==> src/rtl/fifo_pkg.sv <==
`default_nettype none
// ============================================================================
// Module   : fifo_pkg
// Brief    : Gray/binary pointer helpers shared by both FIFO clock domains.
// Revision : 1.0
// ============================================================================
package fifo_pkg;

  localparam int c_gray_w = 32;

  // Pointers carry one extra wrap bit beyond the RAM address.
  function automatic int ptr_width(input int addr_w);
    return addr_w + 1;
  endfunction

  function automatic logic [c_gray_w-1:0] bin2gray(input logic [c_gray_w-1:0] b);
    return b ^ (b >> 1);
  endfunction

  function automatic logic [c_gray_w-1:0] gray2bin(input logic [c_gray_w-1:0] g);
    logic [c_gray_w-1:0] b;
    b[c_gray_w-1] = g[c_gray_w-1];
    for (int i = c_gray_w - 2; i >= 0; i--) begin
      b[i] = b[i+1] ^ g[i];
    end
    return b;
  endfunction

endpackage
`default_nettype wire

==> src/rtl/sync_2ff.sv <==
`default_nettype none
// ============================================================================
// Module   : sync_2ff
// Brief    : Two-flop clock-domain-crossing synchroniser for Gray pointers.
// Revision : 1.0
// ============================================================================
module sync_2ff #(
  parameter int WIDTH = 1
) (
  input  logic             wclk,
  input  logic             reset_L,
  input  logic [WIDTH-1:0] d,
  output logic [WIDTH-1:0] q
);

  logic [WIDTH-1:0] r_meta;
  logic [WIDTH-1:0] r_sync;

  always_ff @(posedge wclk or negedge reset_L) begin
    if (!reset_L) begin
      r_meta <= '0;
      r_sync <= '0;
    end else begin
      r_meta <= d;
      r_sync <= r_meta;
    end
  end

  assign q = r_sync;

endmodule
`default_nettype wire

==> src/rtl/fifo_wr_port.sv <==
`default_nettype none
// ============================================================================
// Module   : fifo_wr_port
// Brief    : Async FIFO write-domain front end; optional almost_full output
//            enabled by defining WR_ALMOST_FULL_EN.
// Revision : 1.0
// ============================================================================
module fifo_wr_port
  import fifo_pkg::*;
#(
  parameter int DWIDTH   = 8,
  parameter int PTRWIDTH = 4
`ifdef WR_ALMOST_FULL_EN
  ,
  parameter int AF_THRESH = 2
`endif
) (
  input  logic                wclk,
  input  logic                reset_L,
  input  logic                in_valid,
  input  logic [DWIDTH-1:0]   in_data,
  output logic                in_ready,
  input  logic [PTRWIDTH:0]   rdptr_gray,
  output logic                mem_wen,
  output logic [PTRWIDTH-1:0] mem_waddr,
  output logic [DWIDTH-1:0]   mem_wdata,
  output logic [PTRWIDTH:0]   wrptr_gray,
  output logic                full,
  output logic [PTRWIDTH:0]   wr_level
`ifdef WR_ALMOST_FULL_EN
  ,
  output logic                almost_full
`endif
);

  localparam int c_pw = ptr_width(PTRWIDTH);
  typedef logic [c_pw-1:0] ptr_t;

  logic                r_skid_valid;
  logic [DWIDTH-1:0]   r_skid_data;
  logic                r_mem_wen;
  logic [PTRWIDTH-1:0] r_mem_waddr;
  logic [DWIDTH-1:0]   r_mem_wdata;
  ptr_t                r_wrptr_bin;
  ptr_t                r_wrptr_gray;
  logic                r_full;

  ptr_t                w_rsync;
  ptr_t                w_rdptr_bin;
  ptr_t                w_wrptr_bin_next;
  ptr_t                w_full_target;
  logic                w_fire;
  logic [DWIDTH-1:0]   w_word;

  sync_2ff #(.WIDTH(c_pw)) u_rsync (
    .wclk    (wclk),
    .reset_L (reset_L),
    .d       (rdptr_gray),
    .q       (w_rsync)
  );

  // The skid word always goes first so stream order survives a full stall.
  always_comb begin
    w_fire = 1'b0;
    w_word = in_data;
    if (!r_full) begin
      w_fire = r_skid_valid || in_valid;
    end
    if (r_skid_valid) begin
      w_word = r_skid_data;
    end
  end

  assign w_wrptr_bin_next = r_wrptr_bin + ptr_t'(w_fire);
  assign w_rdptr_bin      = ptr_t'(gray2bin(c_gray_w'(w_rsync)));
  assign w_full_target    = {~w_rsync[PTRWIDTH:PTRWIDTH-1], w_rsync[PTRWIDTH-2:0]};

  always_ff @(posedge wclk or negedge reset_L) begin
    if (!reset_L) begin
      r_skid_valid <= 1'b0;
      r_skid_data  <= '0;
    end else if (r_skid_valid) begin
      if (!r_full) begin
        r_skid_valid <= 1'b0;
      end
    end else if (in_valid && r_full) begin
      r_skid_valid <= 1'b1;
      r_skid_data  <= in_data;
    end
  end

  always_ff @(posedge wclk or negedge reset_L) begin
    if (!reset_L) begin
      r_mem_wen    <= 1'b0;
      r_mem_waddr  <= '0;
      r_mem_wdata  <= '0;
      r_wrptr_bin  <= '0;
      r_wrptr_gray <= '0;
      r_full       <= 1'b0;
    end else begin
      r_mem_wen <= w_fire;
      if (w_fire) begin
        r_mem_waddr <= r_wrptr_bin[PTRWIDTH-1:0];
        r_mem_wdata <= w_word;
      end
      r_wrptr_bin <= w_wrptr_bin_next;
      // Published one edge after the increment, when the RAM holds the word.
      r_wrptr_gray <= ptr_t'(bin2gray(c_gray_w'(r_wrptr_bin)));
      r_full       <= (ptr_t'(bin2gray(c_gray_w'(w_wrptr_bin_next))) == w_full_target);
    end
  end

`ifdef WR_ALMOST_FULL_EN
  localparam ptr_t c_af_level = ptr_t'((2 ** PTRWIDTH) - AF_THRESH);

  logic r_almost_full;
  ptr_t w_level_next;

  assign w_level_next = w_wrptr_bin_next - w_rdptr_bin;

  always_ff @(posedge wclk or negedge reset_L) begin
    if (!reset_L) begin
      r_almost_full <= 1'b0;
    end else begin
      r_almost_full <= (w_level_next >= c_af_level);
    end
  end

  assign almost_full = r_almost_full;
`endif

  assign in_ready   = reset_L & ~r_skid_valid;
  assign mem_wen    = r_mem_wen;
  assign mem_waddr  = r_mem_waddr;
  assign mem_wdata  = r_mem_wdata;
  assign wrptr_gray = r_wrptr_gray;
  assign full       = r_full;
  assign wr_level   = r_wrptr_bin - w_rdptr_bin;

endmodule
`default_nettype wire

==> config.mk <==
export PLATFORM = sky130hd
export DESIGN_NAME = fifo_wr_port
export DESIGN_NICKNAME = d
export VERILOG_FILES = /design/src/rtl/fifo_pkg.sv /design/src/rtl/sync_2ff.sv /design/src/rtl/fifo_wr_port.sv
export SDC_FILE = /design/constraint.sdc
export NUM_CORES = 1
export LEC_CHECK = 0
export CORE_MARGIN = 1.5
export CORE_UTILIZATION = 30
export DETAILED_ROUTE_END_ITERATION = 12
export PLACE_DENSITY = 0.51
export SLEW_MARGIN = 5
export SYNTH_ARGS = -nofsm -noshare
export SYNTH_HDL_FRONTEND = slang
export SYNTH_SLANG_ARGS = --single-unit
export TNS_END_PERCENT = 30
==> constraint.sdc <==
create_clock -name wclk -period 6.8 [get_ports wclk]
set_input_delay 1.02 -clock wclk [delete_from_list [all_inputs] [get_ports wclk]]
set_output_delay 1.02 -clock wclk [all_outputs]
set_load 0.05 [all_outputs]
run_1/clocks.png
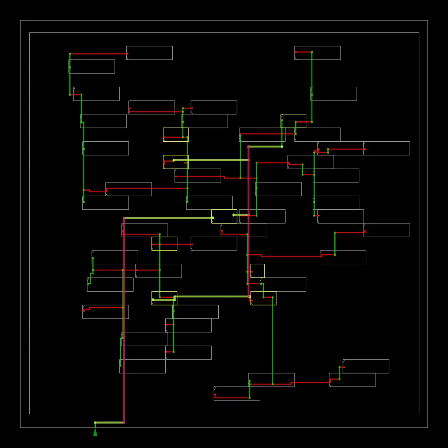
Num CTS Buffers: 5
P_clk: 179 uW
Sink Count: 43
Seq cells: 43

run_1/clk_routes.png
Scale: 6 px per um.
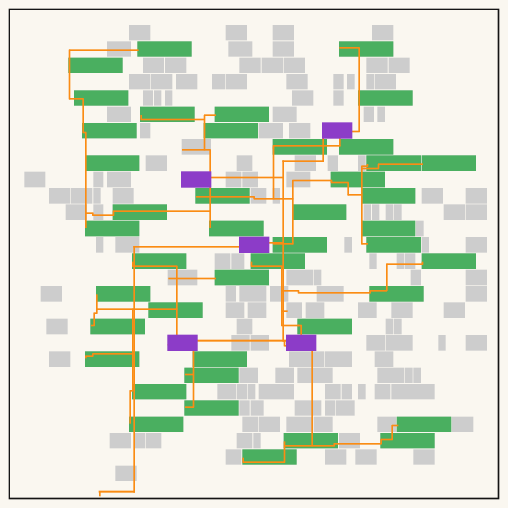
Key: clock drivers = purple [count 5]; clock wires = orange [length 560 um]; flip-flops = green [count 43]
There are 6 routed clock nets.

==> flow_metrics.env, run 1 <==
# implementation run metrics
export IMPL_dpl_hpwl_um=2595
export IMPL_lay_top_count="dfrtp_1"
export IMPL_vias_per_cell=4.491
export IMPL_lay_top_cells="dfrtp_1 (43), clkdlybuf4s50_1 (39), nand2_1 (18)"
export IMPL_tritoncts="built"
export IMPL_tns_ns=0
export IMPL_hold_start="u_rsync.r_meta[3]"
export IMPL_rsz0062_at_grt="false"
export IMPL_postSynth_topFlopCell="dfrtp_1"
export IMPL_largest_area_cell="dfrtp_1"
export IMPL_die_area_sq_mm=0.006610
export IMPL_p_leak_uw=0.001077
export IMPL_skew_ns=0.004960
export IMPL_placementRows=28
export IMPL_path_buffers=2
export IMPL_yosysCellCount=145
export IMPL_fp_util_pct=31.07
export IMPL_status="complete, no violations"
export IMPL_max_freq_mhz=231.1
export IMPL_via_count=1199
export IMPL_criticalPathCategory="reg -> out"
export IMPL_common_cells="dfrtp_1 (43), nand2_1 (18), o21ai_0 (11)"
export IMPL_period_minus_slack_ns=4.326
export IMPL_topCellsByArea="dfrtp_1 (59%), ha_1 (5.4%), mux2_2 (4.9%)"
export IMPL_switching_share_pct=46.01
export IMPL_min_path_cells=0
export IMPL_synthDistinctLibCells=32
export IMPL_vdd_drop_max_mv=0.3088
export IMPL_reg2reg_to="full"
export IMPL_place_gp_congestion=0.7452
export IMPL_postCtsSetupRepairBufs=0
export IMPL_seq_share_pct=44.19
export IMPL_cts_path_max_buffers=2
run_1/io_fan.png
Scale: 4 px per um.
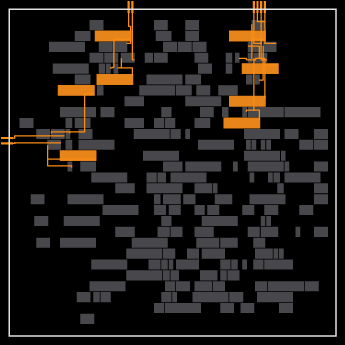
Key: mem_wdata = orange [bits 8, direction output, edge 6 top, 2 left, end cells 8, buffers 8, wire 218 um]
io pins: 41
port bufs: 40

run_1/placement_by_type.png
Scale: 4 px per um. Fill, decap, tap and diode cells in grey.
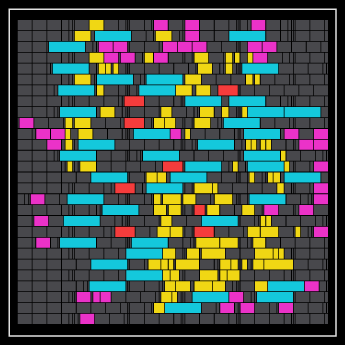

==> run 2, diff against run 1 <==
clock period = 4.4 ns   (was 6.8 ns; I/O delays follow)
run_2/placement_by_type.png
Scale: 4 px per um. Fill, decap, tap and diode cells in grey.
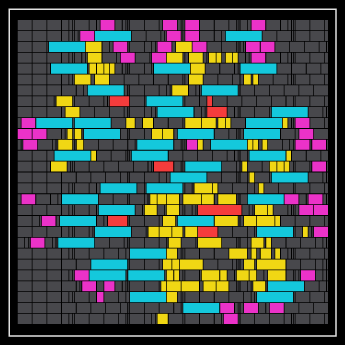
Key: clock drivers and dummy loads = red [cells 7]; other buffers and delay cells = magenta [cells 42]; flops = cyan [cells 43]; combinational and other logic = yellow [cells 99]
fin util: 41.10%
fin area: 0.002434 sq mm
Std-Cell Core Area: 0.005921 sq mm

==> flow_metrics.env, run 2 <==
# implementation run metrics
export IMPL_rsz0062_at_grt="false"
export IMPL_postSynth_topFlopCell="dfrtp_1"
export IMPL_status="complete, no violations"
export IMPL_min_path_cells=0
export IMPL_flop_count=43
export IMPL_p_leak_uw=0.001078
export IMPL_synthDistinctLibCells=32
export IMPL_fp_util_pct=31.07
export IMPL_vdd_drop_max_mv=0.6776
export IMPL_largest_area_cell="dfrtp_1"
export IMPL_postCtsSetupRepairBufs=0
export IMPL_lay_top_cells="dfrtp_1 (43), clkdlybuf4s50_1 (39), nand2_1 (18)"
export IMPL_place_gp_congestion=0.7389
export IMPL_switching_share_pct=45.15
export IMPL_vias_per_cell=4.474
export IMPL_skew_ns=0.003477
export IMPL_clock_sinks=43
export IMPL_tns_ns=0
export IMPL_cts_path_max_buffers=2
export IMPL_die_area_sq_mm=0.006610
export IMPL_topCellsByArea="dfrtp_1 (59%), ha_1 (5.4%), mux2_2 (4.9%)"
export IMPL_yosysCellCount=145
export IMPL_portBuffers=40
export IMPL_io_pins=41
==> run 3, diff against run 2 <==
clock period = 4.38 ns   (was 4.4 ns; I/O delays follow)
run_3/clk_routes.png
Scale: 6 px per um.
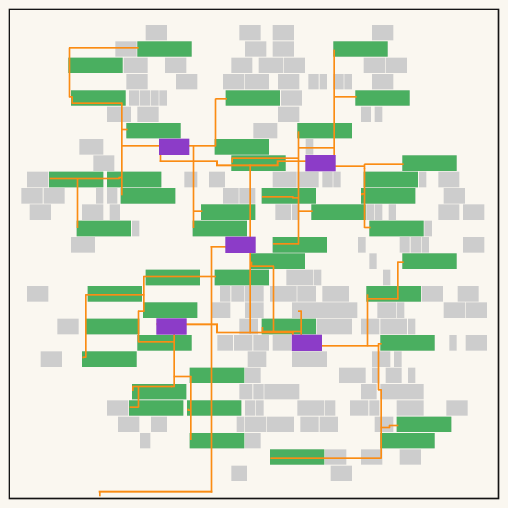
Key: flip-flops = green [count 43]; clock wires = orange [length 538 um]; clock drivers = purple [count 5]
There are 6 routed clock nets.

==> flow_metrics.env, run 3 <==
# implementation run metrics
export IMPL_switching_share_pct=45.15
export IMPL_finalCoreUtilization_pct=41.10
export IMPL_hold_start="u_rsync.r_meta[4]"
export IMPL_final_area_sq_mm=0.002434
export IMPL_dpl_hpwl_um=2617
export IMPL_io_pins=41
export IMPL_common_cells="dfrtp_1 (43), nand2_1 (18), o21ai_0 (11)"
export IMPL_period_minus_slack_ns=3.985
export IMPL_cts_made_buffers=5
export IMPL_seq_share_pct=44.22
export IMPL_criticalPathCategory="reg -> out"
export IMPL_path_buffers=2
export IMPL_via_count=1190
export IMPL_vias_per_cell=4.474
export IMPL_flop_count=43
export IMPL_vdd_drop_max_mv=0.6807
export IMPL_tritoncts="built"
export IMPL_min_path_cells=0
export IMPL_pg_clk_uw=292
export IMPL_lay_top_count="dfrtp_1"
export IMPL_skew_ns=0.003477
export IMPL_max_freq_mhz=250.9
export IMPL_topCellsByArea="dfrtp_1 (59%), ha_1 (5.4%), mux2_2 (4.9%)"
export IMPL_tns_ns=0
export IMPL_total_power_uw=1991
export IMPL_status="complete, no violations"
export IMPL_portBuffers=40
export IMPL_holdPathEnd="u_rsync.q[4]"
export IMPL_crit_chain="xnor2_2, xor2_2, xor2_2, xnor2_1, ha_1, fa_1, inv_1, a21o_1, a21oi_1, xnor2_1, clkdlybuf4s50_1"
export IMPL_rsz0062_at_grt="false"
export IMPL_postCtsSetupRepairBufs=0
export IMPL_placementRows=28
export IMPL_reg2reg_to="full"
export IMPL_clock_latency_ns=0.29
export IMPL_top_cell_area_share_pct=58.50
export IMPL_cts_path_max_buffers=2
export IMPL_yosysCellCount=145
export IMPL_core_area_sq_mm=0.005921
export IMPL_place_gp_congestion=0.7388
export IMPL_clock_sinks=43
export IMPL_p_leak_uw=0.001078
Power is estimated from default activity; no workload was simulated.
